<file path="config.mk">
export PLATFORM = sky130hd
export DESIGN_NAME = byte_word_packer_flat
export DESIGN_NICKNAME = d
export VERILOG_FILES = /design/src/rtl/byte_word_packer_pkg.sv /design/src/rtl/byte_word_packer_if.sv /design/src/rtl/byte_word_packer.sv /design/src/flat_wrapper.sv
export SDC_FILE = /design/constraint.sdc
export NUM_CORES = 1
export LEC_CHECK = 0
export ABC_CLOCK_PERIOD_IN_PS = 1900
export CAP_MARGIN = 10
export CELL_PAD_IN_SITES_DETAIL_PLACEMENT = 1
export CELL_PAD_IN_SITES_GLOBAL_PLACEMENT = 1
export CORE_MARGIN = 2
export CORE_UTILIZATION = 38
export DETAILED_ROUTE_END_ITERATION = 10
export GPL_TIMING_DRIVEN = 0
export PLACE_DENSITY = 0.79
export SLEW_MARGIN = 20
export SYNTH_ARGS = -nofsm -noshare
export SYNTH_HDL_FRONTEND = slang
export SYNTH_SLANG_ARGS = --single-unit
</file>
<file path="constraint.sdc">
create_clock -name clk -period 1.9 [get_ports clk]
set_input_delay 0.38 -clock clk [delete_from_list [all_inputs] [get_ports clk]]
set_output_delay 0.38 -clock clk [all_outputs]
set_load 0.01 [all_outputs]
</file>
<file path="src/rtl/byte_word_packer_pkg.sv">
// rtl/byte_word_packer_pkg.sv - shared word/keep types and state enum for the byte-to-word packer
package byte_word_packer_pkg;

  localparam int BYTES_PER_WORD = 4;

  typedef logic [3:0] keep_t;

  typedef struct packed {
    logic [7:0] byte3;
    logic [7:0] byte2;
    logic [7:0] byte1;
    logic [7:0] byte0;
  } word_bytes_t;

  typedef union packed {
    logic [31:0] data;
    word_bytes_t bytes;
  } genericUnion_t;

  typedef enum logic {
    FILL  = 1'b0,
    STALL = 1'b1
  } packer_state_t;

  // last_idx is the logical index of the final real byte (0..3)
  function automatic keep_t keep_mask(input logic [1:0] last_idx, input bit lsb_first);
    keep_t k;
    if (lsb_first) k = keep_t'(4'hF >> (2'd3 - last_idx));
    else           k = keep_t'(4'hF << (2'd3 - last_idx));
    return k;
  endfunction

endpackage

</file>
<file path="src/rtl/byte_word_packer_if.sv">
// rtl/byte_word_packer_if.sv - byte-in / word-out handshake bundle for the packer
interface byte_word_packer_if;
  import byte_word_packer_pkg::*;

  logic          s_valid;
  logic          s_ready;
  logic [7:0]    s_data;
  logic          s_last;
  logic          m_valid;
  logic          m_ready;
  genericUnion_t m_data;
  keep_t         m_keep;
  logic          m_last;

  modport master (
    output s_valid, s_data, s_last, m_ready,
    input  s_ready, m_valid, m_data, m_keep, m_last
  );

  modport slave (
    input  s_valid, s_data, s_last, m_ready,
    output s_ready, m_valid, m_data, m_keep, m_last
  );

endinterface

</file>
<file path="src/rtl/byte_word_packer.sv">
// rtl/byte_word_packer.sv - packs an 8-bit byte stream into 32-bit words with keep mask and last flag
module byte_word_packer
  import byte_word_packer_pkg::*;
#(
  parameter bit         LSB_FIRST = 1'b1,
  parameter logic [7:0] PAD_VALUE = 8'h00
) (
  input logic                clk,
  input logic                rst,
  byte_word_packer_if.slave  bus
);

  logic [2:0][7:0] r_lane;
  logic [1:0]      r_count;
  packer_state_t   r_state;
  genericUnion_t   r_m_data;
  keep_t           r_m_keep;
  logic            r_m_last;

  packer_state_t   w_state_next;
  logic            w_s_ready;
  logic            w_accept;
  logic            w_complete;
  logic [1:0]      w_count_next;
  logic [2:0][7:0] w_lane_next;
  logic [3:0][7:0] w_seq;
  genericUnion_t   w_word;

  // STALL doubles as the output-valid bit
  assign w_s_ready  = !rst && (r_state == FILL || bus.m_ready);
  assign w_accept   = bus.s_valid && w_s_ready;
  assign w_complete = w_accept && (r_count == 2'd3 || bus.s_last);

  always_comb begin
    w_seq = {4{PAD_VALUE}};
    if (r_count > 2'd0) w_seq[0] = r_lane[0];
    if (r_count > 2'd1) w_seq[1] = r_lane[1];
    if (r_count > 2'd2) w_seq[2] = r_lane[2];
    w_seq[r_count] = bus.s_data;
    w_word.data = LSB_FIRST ? w_seq : {w_seq[0], w_seq[1], w_seq[2], w_seq[3]};
  end

  always_comb begin
    w_lane_next  = r_lane;
    w_count_next = r_count;
    if (w_accept) begin
      if (w_complete) begin
        w_count_next = 2'd0;
      end else begin
        case (r_count)
          2'd0:    w_lane_next[0] = bus.s_data;
          2'd1:    w_lane_next[1] = bus.s_data;
          2'd2:    w_lane_next[2] = bus.s_data;
          default: ;
        endcase
        w_count_next = r_count + 2'd1;
      end
    end
  end

  always_comb begin
    w_state_next = r_state;
    case (r_state)
      FILL:    if (w_complete) w_state_next = STALL;
      STALL:   if (bus.m_ready && !w_complete) w_state_next = FILL;
      default: w_state_next = FILL;
    endcase
  end

  always_ff @(posedge clk or posedge rst) begin
    if (rst) begin
      r_state  <= FILL;
      r_count  <= 2'd0;
      r_lane   <= {3{PAD_VALUE}};
      r_m_data <= '0;
      r_m_keep <= '0;
      r_m_last <= 1'b0;
    end else begin
      r_state <= w_state_next;
      r_count <= w_count_next;
      r_lane  <= w_lane_next;
      if (w_complete) begin
        r_m_data <= w_word;
        r_m_keep <= keep_mask(r_count, LSB_FIRST);
        r_m_last <= bus.s_last;
      end
    end
  end

  assign bus.s_ready = w_s_ready;
  assign bus.m_valid = (r_state == STALL);
  assign bus.m_data  = r_m_data;
  assign bus.m_keep  = r_m_keep;
  assign bus.m_last  = r_m_last;

endmodule

</file>
<file path="src/flat_wrapper.sv">
// flat-port wrapper written by rule: the top's interface ports become plain ports
module byte_word_packer_flat import byte_word_packer_pkg::*;
#(
  parameter bit         LSB_FIRST = 1'b1,
  parameter logic [7:0] PAD_VALUE = 8'h00
)
  (clk, rst, bus_s_valid, bus_s_data, bus_s_last, bus_m_ready, bus_s_ready, bus_m_valid, bus_m_data, bus_m_keep, bus_m_last);
  byte_word_packer_if bus_i ();
  input logic clk;
  input logic rst;
  input wire logic [$bits(bus_i.s_valid)-1:0] bus_s_valid;
  input wire logic [$bits(bus_i.s_data)-1:0] bus_s_data;
  input wire logic [$bits(bus_i.s_last)-1:0] bus_s_last;
  input wire logic [$bits(bus_i.m_ready)-1:0] bus_m_ready;
  output wire logic [$bits(bus_i.s_ready)-1:0] bus_s_ready;
  output wire logic [$bits(bus_i.m_valid)-1:0] bus_m_valid;
  output wire logic [$bits(bus_i.m_data)-1:0] bus_m_data;
  output wire logic [$bits(bus_i.m_keep)-1:0] bus_m_keep;
  output wire logic [$bits(bus_i.m_last)-1:0] bus_m_last;
  assign bus_i.s_valid = bus_s_valid;
  assign bus_i.s_data = bus_s_data;
  assign bus_i.s_last = bus_s_last;
  assign bus_i.m_ready = bus_m_ready;
  assign bus_s_ready = bus_i.s_ready;
  assign bus_m_valid = bus_i.m_valid;
  assign bus_m_data = bus_i.m_data;
  assign bus_m_keep = bus_i.m_keep;
  assign bus_m_last = bus_i.m_last;
  byte_word_packer #(.LSB_FIRST(LSB_FIRST), .PAD_VALUE(PAD_VALUE)) u_core (.clk(clk), .rst(rst), .bus(bus_i));
endmodule
</file>
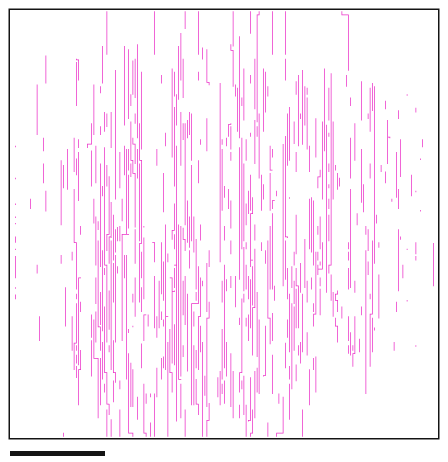
(run_1/met2.png)
The bar under the picture is 20 microns long.
share of all routed wire: 51%
nets with wire on the layer: 280
wire length on this layer: 3520 microns
main direction: vertical
longest straight run: 58.1 microns
DR vias: 1946
met2 Use GR: 28.8%
total wire length: 6940 microns

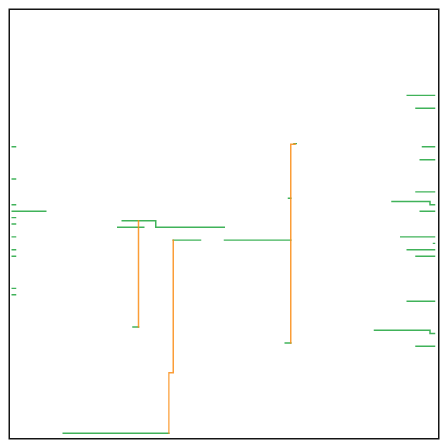
(run_1/metal_stack.png)
Two of the layers only.
legend:
  green:
    layer: met3
    wire_length: 159 microns
  orange:
    layer: met4
    wire_length: 107 microns

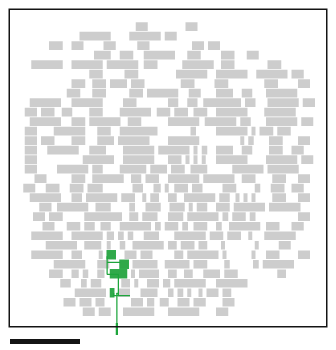
(run_1/port_nets.png)
The bar under the picture is 20 microns long.
legend:
  green:
    port: rst
    bits: 1
    direction: input
    end_cells: 4
    buffers: 1
    wire: 32.9 microns
Top Ports: 52
Port Buf Inserts: 51

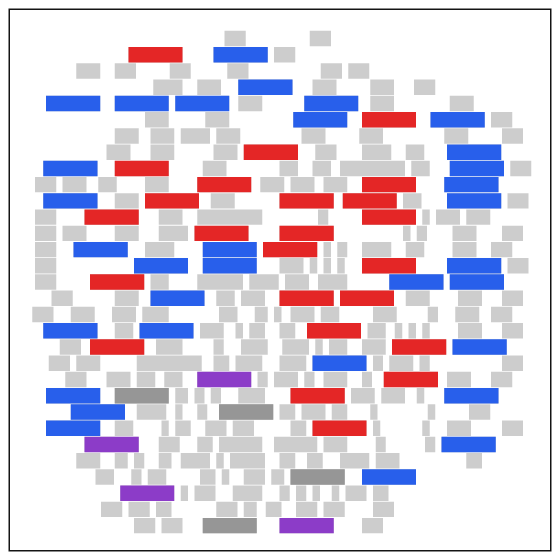
(run_1/registers.png)
legend:
  red:
    name_in_the_netlist: u_core.r_lane
    placed_flops: 24
  blue:
    name_in_the_netlist: u_core.bus.m_data
    placed_flops: 32
  purple:
    name_in_the_netlist: u_core.bus.m_keep
    placed_flops: 4
not colored: 4
sequential cell power: 2080 uW
Seq. cell area: 1600 sq um
Finished Core Util: 52.7%
Seq/total area: 41.9%

==> flow_metrics.py, run 1 <==
# Auto-generated metrics
metrics = {
    "status": {
        "outcome": "finished clean",
    },
    "layout": {
        "antennaDiodeCount": 0,
        "layout-drive-gt1-share_pct": 35.7,
        "synthToLayoutAreaGrowth_pct": 34.6,
        "final_nets": 296,
    },
    "timing": {
        "hold_ws_ns": 0.488,
        "tightest_slew_ns": 0.777,
        "finalSetupViolCount": 0,
        "period_used_pct": 95.7,
        "max_freq_ghz": 0.550,
        "rsz0062_at_grt": "false",
        "fin_setup_tns_ns": 0,
        "maxSlewViolCount": 0,
        "skew_ns": 0.00983,
        "hold_viol": 0,
        "slew_headroom_pct": 48.1,
        "finalCriticalPeriod_ns": 1.82,
    },
    "hold_path": {
        "hold_class": "reg -> reg",
        "hold_depth": 1,
        "hp-start": "u_core.bus.m_keep[0]",
        "hold_end": "u_core.bus.m_keep[0]",
    },
    "floorplanning": {
        "chipHeight_microns": 90.5,
        "core_area_sq_um": 7250,
        "rows": 31,
        "chip_area_sq_um": 8180,
        "fp_util_pct": 39.2,
        "fp.dieW_microns": 90.5,
    },
    "grt": {
        "track_usage_pct": 17.6,
        "grt_pass1_vias": 2136,
        "antenna_found_initial": 0,
        "grt_max_degree": 34,
        "grt_pass1_wl_microns": 11100,
        "grt-ovfl-total": 0,
    },
    "setup_path": {
        "reg2reg_depth": 5,
        "cp.required_ns": 2.12,
        "r2r_slack_ns": 0.08,
        "crit_fanout": 8,
        "r2r-start": "u_core.r_count[0]",
        "timing.rr.end": "u_core.r_lane[11]",
        "worstSetupPathType": "reg -> reg",
        "worstPathArrival_ns": 2.04,
        "worst_setup_path_start_kind": "flop",
        "cp-end-kind": "flop",
    },
    "power_and_ir_drop": {
        "switchingPower_uw": 1400,
        "p_comb_share_pct": 29.7,
        "power.density_nw_per_um2": 1320,
        "leakage_uw": 0.00171,
        "swShare_pct": 27.8,
        "total_power_uw": 5060,
        "clock_power_share_pct": 29.2,
        "ir_drop_mv": 0.570,
        "intPower_uw": 3660,
        "seqPwrFrac_pct": 41.1,
    },
    "logic_synthesis": {
        "ys_warn_count": 0,
        "edf_count": 0,
        "common_cells": "dfrtp_1, mux2_2, nand2_1",
        "syn_avg_cell_area_sq_um": 13.7,
        "numSynthFlops": 64,
        "synth_cells": 208,
        "yosys-stat-area_sq_um": 2840,
        "yosysTopAreaCell": "dfrtp_1",
        "top_cell_area_share_pct": 56.4,
        "postSynthSeqShare_pct": 56.4,
        "area_leaders": "dfrtp_1, mux2_2, a22o_1",
        "syn_area_sq_um": 2840,
        "synth.distinct_cells": 27,
        "ys_cells": 208,
        "synthArstFlopShare_pct": 100,
        "synth.most_common_cell": "dfrtp_1",
        "ff_type": "dfrtp_1",
        "synth_nets": 226,
    },
    "clock_network": {
        "cts_tree": "built",
        "clk_pin_slew_ns": 0.08,
        "numClockSinks": 64,
        "insertion_delay_ns": 0.34,
        "post_cts_buffers": 4,
        "clockBufferDepth": 2,
        "ctsHtreeMaxLevel": 3,
        "cts_resized": 4,
        "ctsHoldBuffers": 0,
        "clockRootBuffer": "clkbuf_8",
        "cts_made_buffers": 9,
    },
    "run": {
        "warnings": 30,
        "cap_violations": 0,
    },
    "route": {
        "firstDrtPassIters": 4,
        "drc": 0,
        "drt.antenna.violating_nets": 0,
        "wl_per_cell_microns": 18.2,
        "drtIter0Drc": 60,
        "vias_per_cell": 5.09,
    },
    "placed_design": {
        "hpwl_microns": 4480,
        "gp_congestion": 0.727,
    },
}
## run 1: flip-flops by register name (all words and copies together), names as in the netlist
| name | cells |
|---|---|
| u_core.bus.m_data | 32 |
| u_core.r_lane | 24 |
| u_core.bus.m_keep | 4 |
| u_core.r_count | 2 |
| u_core.bus.m_last | 1 |
| u_core.bus.m_valid | 1 |
## run 1: logic make-up (layout without fill, tap and decap cells)
logic type      after synthesis  in the layout  share of synthesized area, %
flops                        64             64                          56.4
mux                          57             57                          22.6
simple gates                 34             34                          7.62
compound gates               31             31                          7.80
buf+inv                      17             92                          3.39
fa+ha+maj                     5              5                          2.20
## run 1: how the worst max path moves through the flow
stage	endpoint	depth (start not counted)	start	slack (ns)
floorplan	u_core.bus.m_data[0]	6	u_core.r_count[0]	0.26
global placement	u_core.bus.m_data[0]	5	rst	-0.30
detailed placement	u_core.bus.m_data[2]	5	rst	-0.32
CTS	u_core.r_lane[3]	5	u_core.r_count[0]	0.02
global route	u_core.r_lane[14]	5	u_core.r_count[0]	0.01
finish	u_core.r_lane[11]	5	u_core.r_count[0]	0.08
## run 1: critical path, stage by stage (launching register included)
cell and delay [ns]:
dfrtp_1 0.44, ha_1 0.24, buf_6 0.13, nor2_8 0.20, nand4_2 0.32, mux2_2 0.37
## run 1: per-stage QoR
| stage | instances | worst slack (ns) | cell area [sq um] |
|---|---|---|---|
| 3_5_place_dp | 359 | -0.321 | 3500 |
| 6_report | 382 | 0.0821 | 3820 |
| 3_3_place_gp | 358 | -0.296 | 3480 |
| 4_1_cts | 379 | 0.0186 | 3790 |
| 2_1_floorplan | 208 | 0.261 | 2840 |
| 5_1_grt | 382 | 0.0111 | 3820 |
## run 1: routing by layer
| metal | vias up | part of all wire, % | wire length [microns] | track usage (%) |
|---|---|---|---|---|
| met5 | - | 0 | 0 | 0 |
| met4 | 0 | 1.5 | 107 | 8.08 |
| met3 | 8 | 2.3 | 159 | 2.59 |
| met2 | 38 | 51 | 3520 | 28.8 |
| met1 | 1017 | 45 | 3150 | 23.1 |
| li1 | 883 | - | - | - |
## run 1: final cells by class
cell class	count	area, sq um
sequential	64	1600
tap	99	124
timing repair buffer	59	582
clock buffer	10	138
buffer	12	85.1
clock inverter	6	115
inverter	5	22.5
fill	760	3430
multi-input combinational	127	1160
## run 1: power by group through the flow
stage               sequential, uW  clock, uW  combinational, uW
floorplan                     2150          0                725
finish                        2080       1480               1500
global placement              2070          0               1420
CTS                           2090       1510               1510
detailed placement            2100          0               1470
global route                  2150       1560               1620
## run 1: placed cells by master, fill, tap and decap left out, drive strengths merged
cell type,Yosys,routed
dfrtp,64,64
mux2,57,57
clkdlybuf4s50,0,50
buf,11,19
nand2,17,17
a22o,16,16
o21ai,12,12
clkbuf,1,11
ha,5,5
inv,5,5
bufinv,0,3
nand2b,3,3
nand4,3,3
nor2,3,3
nand3,2,2
clkinvlp,0,2
nor2b,2,2
and2b,1,1
and3,1,1
a21o,1,1
nor3,1,1
or3,1,1
o31ai,1,1
o22ai,1,1
clkinv,0,1
dlygate4sd2,0,1
==> run_1/final_placement.png <==
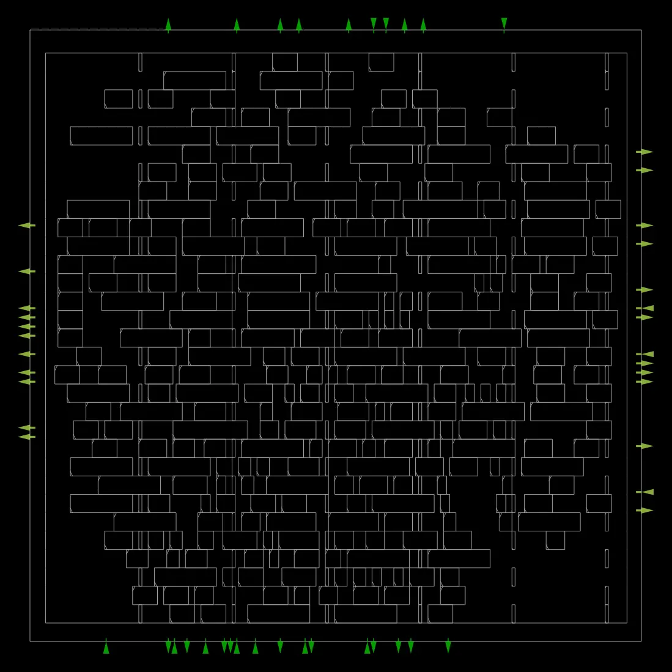

==> inputs of run 2 (changes only) <==
--- a/config.mk
+++ b/config.mk
@@ -5,15 +5,15 @@
 export SDC_FILE = /design/constraint.sdc
 export NUM_CORES = 1
 export LEC_CHECK = 0
-export ABC_CLOCK_PERIOD_IN_PS = 1900
+export ABC_CLOCK_PERIOD_IN_PS = 2000
 export CAP_MARGIN = 10
 export CELL_PAD_IN_SITES_DETAIL_PLACEMENT = 1
 export CELL_PAD_IN_SITES_GLOBAL_PLACEMENT = 1
 export CORE_MARGIN = 2
-export CORE_UTILIZATION = 38
+export CORE_UTILIZATION = 42
 export DETAILED_ROUTE_END_ITERATION = 10
 export GPL_TIMING_DRIVEN = 0
-export PLACE_DENSITY = 0.79
+export PLACE_DENSITY = 0.83
 export SLEW_MARGIN = 20
 export SYNTH_ARGS = -nofsm -noshare
 export SYNTH_HDL_FRONTEND = slang
==> constraint.sdc (replaced) <==
create_clock -name clk -period 2 [get_ports clk]
set_input_delay 0.4 -clock clk [delete_from_list [all_inputs] [get_ports clk]]
set_output_delay 0.4 -clock clk [all_outputs]
set_load 0.01 [all_outputs]
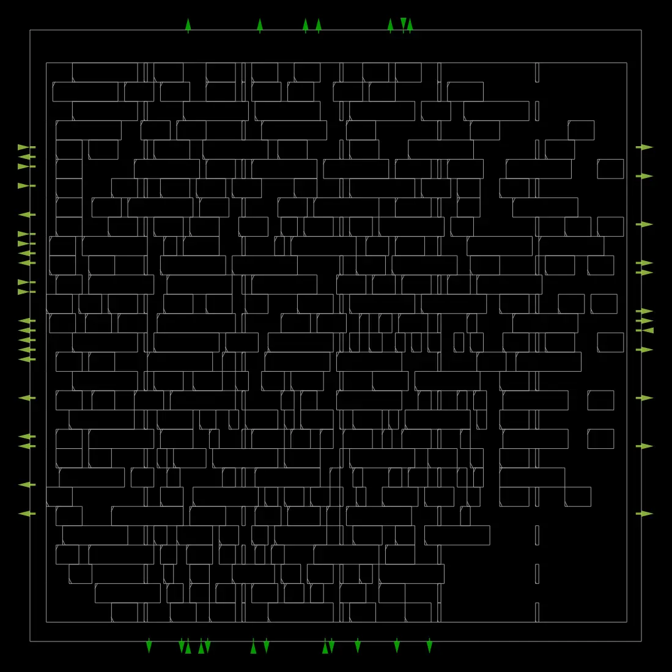
(run_2/final_placement.png)
n_taps: 77
Fillers: 655

==> run 2 against run 1 <==
Compared with the run above:
- die size is 9.1% lower
- critical endpoint is now u_core.bus.m_data[11]
- clock skew hardly changed
- combinational power is 7% lower
- sequential share of layout area is 1.3 points higher
- critical path type unchanged
==> flow_metrics.py, run 2 <==
# Auto-generated metrics
metrics = {
    "clock_network": {
        "clockRootBuffer": "clkbuf_8",
        "cts_tree": "built",
        "ctsHtreeMaxLevel": 3,
        "cts_made_buffers": 9,
        "clockBufferDepth": 2,
        "numClockSinks": 64,
        "clk_pin_slew_ns": 0.07,
    },
    "logic_synthesis": {
        "synth_cells": 208,
        "synth_nets": 226,
        "synth.distinct_cells": 27,
        "ys_cells": 208,
        "common_cells": "dfrtp_1, mux2_2, nand2_1",
        "top_cell_area_share_pct": 56.4,
        "synth.most_common_cell": "dfrtp_1",
        "syn_area_sq_um": 2840,
        "synthArstFlopShare_pct": 100,
        "ys_warn_count": 0,
    },
    "setup_path": {
        "cp-end-kind": "flop",
        "worst_setup_path_start_kind": "flop",
        "worstSetupPathType": "reg -> reg",
        "r2r_slack_ns": 0.12,
        "worstPathArrival_ns": 2.10,
        "reg2reg_depth": 7,
    },
    "grt": {
        "grt-ovfl-total": 0,
        "grt_pass1_vias": 2144,
        "track_usage_pct": 20.2,
        "grt_pass1_wl_microns": 11100,
        "antenna_found_initial": 0,
    },
    "route": {
        "drc": 0,
        "vias": 1918,
        "drtIter0Drc": 111,
        "firstDrtPassIters": 4,
        "drt.antenna.violating_nets": 0,
        "wirelength_microns": 6670,
    },
    "timing": {
        "max_freq_ghz": 0.533,
        "rsz0062_at_grt": "false",
        "skew_ns": 0.00950,
        "hold_viol": 0,
        "fin_setup_tns_ns": 0,
        "hold_ws_ns": 0.366,
        "tightest_slew_ns": 0.408,
        "period_used_pct": 93.8,
    },
    "floorplanning": {
        "fp_util_pct": 44.0,
        "ios": 52,
        "rows": 29,
        "core_area_sq_um": 6460,
        "chipHeight_microns": 86.2,
    },
    "placed_design": {
        "io_buffers": 51,
        "gp_congestion": 0.741,
    },
    "layout": {
        "layout-drive-gt1-share_pct": 34.4,
        "fin_util_pct": 57.5,
        "synthToLayoutAreaGrowth_pct": 30.7,
        "antennaDiodeCount": 0,
        "final_layout_top_logic_cells": "dfrtp_1, mux2_2, clkdlybuf4s50_1",
        "largest_reg_flops": 32,
    },
    "power_and_ir_drop": {
        "ir_drop_mv": 0.758,
        "intPower_uw": 3230,
        "p_comb_share_pct": 30.9,
        "switchingPower_uw": 1310,
        "leakage_uw": 0.00168,
    },
    "run": {
        "warnings": 30,
        "cap_violations": 0,
    },
    "status": {
        "outcome": "finished clean",
    },
}
[run 2: cell counts after synthesis]
No cell type changed its count.
[run 2: power by group through the flow]
stage	Combinational (uW)	Clock, uW	Sequential [uW]
CTS	1420	1170	1990
finish	1400	1150	1990
global placement	1340	0	1970
detailed placement	1400	0	2010
floorplan	689	0	2040
global route	1520	1240	2050
[run 2: kinds of logic after synthesis]
| kind of cell | Yosys count | synth area share [%] |
|---|---|---|
| DFF | 64 | 56.4 |
| muxes | 57 | 22.6 |
| and+or+nand+nor | 34 | 7.62 |
| AOI/OAI and AO/OA | 31 | 7.80 |
| buffers and inverters | 17 | 3.39 |
| adders and majority gates | 5 | 2.20 |
[run 2: critical path, stage by stage, from the launching register on]
cell and delay, ns:
dfrtp_1 0.45, inv_1 0.15, ha_1 0.15, buf_2 0.22, nor2b_1 0.07, buf_1 0.20
a22o_1 0.26, mux2_2 0.26
[run 2: final cells by class]
| type | count | area [sq um] | area share [%] |
|---|---|---|---|
| flip-flops and latches | 64 | 1600 | 43.2 |
| multi-input cells | 127 | 1150 | 30.9 |
| repair buffers | 55 | 559 | 15.1 |
| clock buffers | 11 | 151 | 4.08 |
| well taps | 77 | 96.3 | 2.60 |
| plain buffers | 12 | 78.8 | 2.12 |
| clock inverters | 5 | 55.1 | 1.48 |
| inverters | 5 | 21.3 | 0.573 |
[run 2: how the worst min path moves through the flow]
stage	slack, ns	from	cells past startpoint	end
final	0.37	rst	2	u_core.bus.m_data[24]
after global routing	0.39	rst	2	u_core.bus.m_data[24]
after CTS	0.36	rst	2	u_core.bus.m_data[24]
after detailed placement	0.47	u_core.bus.m_keep[0]	1	u_core.bus.m_keep[0]
after global placement	0.46	u_core.bus.m_keep[0]	1	u_core.bus.m_keep[0]
after floorplan	0.48	u_core.r_lane[0]	1	u_core.r_lane[0]
[run 2: repair_timing]
item,4_1_cts,5_1_grt
buffers inserted,3,0
resized,2,2
hold endpoints to repair,0,0
hold buffers,0,0
endpoints found under the setup margin,2,4
pin swaps,1,0
[run 2: through the flow]
step           area, sq um  power (uW)  std cells  worst slack, ns
2_1_floorplan         2840        2730        208          0.00190
3_3_place_gp          3450        3310        336            -1.20
3_5_place_dp          3480        3410        337           -0.236
4_1_cts               3710        4580        356            0.119
5_1_grt               3710        4800        356           0.0251
6_report              3710        4540        356            0.125
[run 2: metal layers]
metal  global-route usage (%)  vias up  wire, microns
met5                        0        -              0
met4                     9.38        0            135
met3                     4.19       12            211
met2                     32.8       47           3280
met1                     26.1      981           3040
li1                         -      878              -
==> run_2/port_nets.png <==
The bar under the picture is 20 microns long.
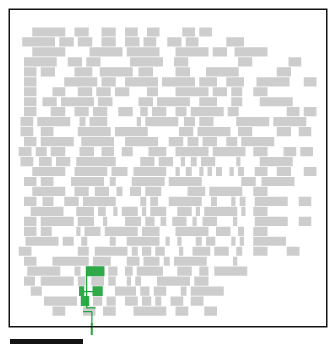

==> inputs of run 3 (changes only) <==
--- a/config.mk
+++ b/config.mk
@@ -11,6 +11,7 @@
 export CELL_PAD_IN_SITES_GLOBAL_PLACEMENT = 1
 export CORE_MARGIN = 2
 export CORE_UTILIZATION = 42
+export CTS_BUF_LIST = sky130_fd_sc_hd__clkbuf_16
 export DETAILED_ROUTE_END_ITERATION = 10
 export GPL_TIMING_DRIVEN = 0
 export PLACE_DENSITY = 0.83
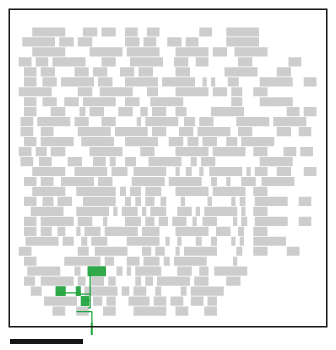
(run_3/port_nets.png)
The bar under the picture is 20 microns long.
legend:
  green:
    port: rst
    bits: 1
    direction: input
    end_cells: 4
    buffers: 1
    wire: 29.8 microns

==> run 3 against run 2 <==
Compared with the run above:
- fmax is 1.2% lower
- worst setup slack worse by 0.023 ns
- register-to-register slack worse by 0.02 ns
- critical endpoint unchanged
- highest routed layer unchanged
==> flow_metrics.py, run 3 <==
# Auto-generated metrics
metrics = {
    "status": {
        "outcome": "finished clean",
    },
    "route": {
        "wirelength_microns": 7110,
        "vias": 1947,
        "firstDrtPassIters": 4,
        "drtIter0Drc": 104,
        "drt.antenna.violating_nets": 0,
    },
    "layout": {
        "fin_cells": 356,
        "logic_area_sq_um": 1150,
        "antennaDiodeCount": 0,
        "flop_area_sq_um": 1600,
        "largest_reg_flops": 32,
        "synthToLayoutAreaGrowth_pct": 33.5,
        "fin_util_pct": 58.7,
        "layout-drive-gt1-share_pct": 33.7,
        "final_layout_top_logic_cells": "dfrtp_1, mux2_2, clkdlybuf4s50_1",
        "fill_cells": 634,
    },
    "power_and_ir_drop": {
        "ir_drop_mv": 0.723,
        "p_comb_share_pct": 28.7,
        "leakage_uw": 0.00172,
        "clock_power_share_pct": 30.6,
        "switchingPower_uw": 1390,
    },
    "logic_synthesis": {
        "syn_area_sq_um": 2840,
        "synthArstFlopShare_pct": 100,
        "common_cells": "dfrtp_1, mux2_2, nand2_1",
        "synth_cells": 208,
        "ys_cells": 208,
        "synth.most_common_cell": "dfrtp_1",
        "synth.distinct_cells": 27,
        "area_leaders": "dfrtp_1, mux2_2, a22o_1",
        "postSynthSeqShare_pct": 56.4,
        "top_cell_area_share_pct": 56.4,
        "synth_nets": 226,
        "ys_warn_count": 0,
    },
    "setup_path": {
        "cp-end-kind": "flop",
        "worstSetupPathType": "reg -> reg",
        "cp_num_buf_inv": 3,
        "cpPeakStageDelay_ns": 0.45,
        "critPathTopFamily": "buffers and inverters",
        "slowest_stage": "dfrtp_1",
        "worstPathCellList": "inv_1 -> ha_1 -> buf_2 -> nor2b_1 -> buf_1 -> a22o_1 -> mux2_2",
        "worstPathArrival_ns": 2.11,
        "reg2reg_depth": 7,
        "path_depth": 7,
    },
    "timing": {
        "rsz0062_at_grt": "false",
        "period_used_pct": 94.9,
        "max_freq_ghz": 0.527,
        "skew_ns": 0.00736,
        "fin_setup_tns_ns": 0,
        "hold_viol": 0,
        "tightest_slew_ns": 0.400,
    },
    "clock_network": {
        "ctsHoldBuffers": 0,
        "numClockSinks": 64,
        "ctsHtreeMaxLevel": 3,
        "cts_made_buffers": 9,
        "clockBufferDepth": 2,
        "cts_tree": "built",
    },
    "floorplanning": {
        "core_area_sq_um": 6460,
        "chipHeight_microns": 86.2,
        "ios": 52,
        "rows": 29,
    },
    "grt": {
        "grt-ovfl-total": 0,
        "grt_pass1_wl_microns": 11800,
        "antenna_found_initial": 0,
        "grt_pass1_vias": 2230,
        "track_usage_pct": 21.5,
    },
    "placed_design": {
        "gp_congestion": 0.741,
        "io_buffers": 51,
        "placed_cells": 337,
    },
    "run": {
        "warnings": 30,
        "cap_violations": 0,
    },
}
[run 3: cell types whose count changed in the layout (fill, tap and decap cells not counted), sizes merged]
| cell | change |
|---|---|
| clkinv | +2 |
| clkbuf | -2 |
[run 3: worst register-to-register path: stages (launching register included)]
cell and delay, ns:
dfrtp_1 0.45, inv_1 0.16, ha_1 0.16, buf_2 0.23, nor2b_1 0.08, buf_1 0.20
a22o_1 0.26, mux2_2 0.26
[run 3: cell type report]
class,instances,share of cell area [%]
buffer,12,2.08
clock buffer,9,5.94
clock inverter,7,1.65
inverter,5,0.561
multi-input combinational,127,30.3
sequential,64,42.2
tap,77,2.54
timing repair buffer,55,14.7
[run 3: per-stage QoR]
stage | total power, uW | hold slack, ns | worst slack, ns | area, sq um
after floorplan | 2730 | 0.475 | 0.00190 | 2840
after CTS | 4980 | 0.391 | 0.0842 | 3790
after global routing | 5190 | 0.434 | 0.00107 | 3790
after detailed placement | 3410 | 0.470 | -0.236 | 3480
final | 4930 | 0.393 | 0.102 | 3790
after global placement | 3310 | 0.457 | -1.20 | 3450
[run 3: kinds of logic after synthesis]
group	Yosys count	synth area share, %
DFF	64	56.4
muxes	57	22.6
and+or+nand+nor	34	7.62
AOI/OAI and AO/OA	31	7.80
buffers and inverters	17	3.39
adders and majority gates	5	2.20
[run 3: path summary, 6_finish.rpt]
| check | start | endpoint |
|---|---|---|
| setup / recovery | u_core.r_count[1] | u_core.bus.m_data[11] |
| hold / removal | rst | u_core.bus.m_data[24] |
| setup reg to reg | u_core.r_count[1] | u_core.bus.m_data[11] |
| hold reg to reg | u_core.bus.m_keep[0] | u_core.bus.m_keep[0] |
| max in group asynchronous | rst | u_core.r_count[1] |
| min in group clk | u_core.bus.m_keep[0] | u_core.bus.m_keep[0] |
[run 3: power by group through the flow]
| stage | Sequential [uW] | Combinational, uW | Clock, uW |
|---|---|---|---|
| global route | 2060 | 1530 | 1600 |
| detailed placement | 2010 | 1400 | 0 |
| global placement | 1970 | 1340 | 0 |
| CTS | 2010 | 1440 | 1530 |
| finish | 2010 | 1420 | 1510 |
| floorplan | 2040 | 689 | 0 |
[run 3: per-layer routing]
| layer | vias up | wire length, microns | GRT usage, % |
|---|---|---|---|
| li1 | 886 | - | - |
| met1 | 983 | 2970 | 27.2 |
| met5 | - | 0 | 0 |
| met4 | 0 | 205 | 9.94 |
| met3 | 19 | 330 | 4.76 |
| met2 | 59 | 3610 | 35.5 |
[run 3: repair_timing]
action / 4_1_cts / 5_1_grt
pin swaps: 1 / 0
resized: 2 / 2
endpoints found under the setup margin: 2 / 4
buffers inserted: 3 / 0
Power and IR drop assume default switching activity.
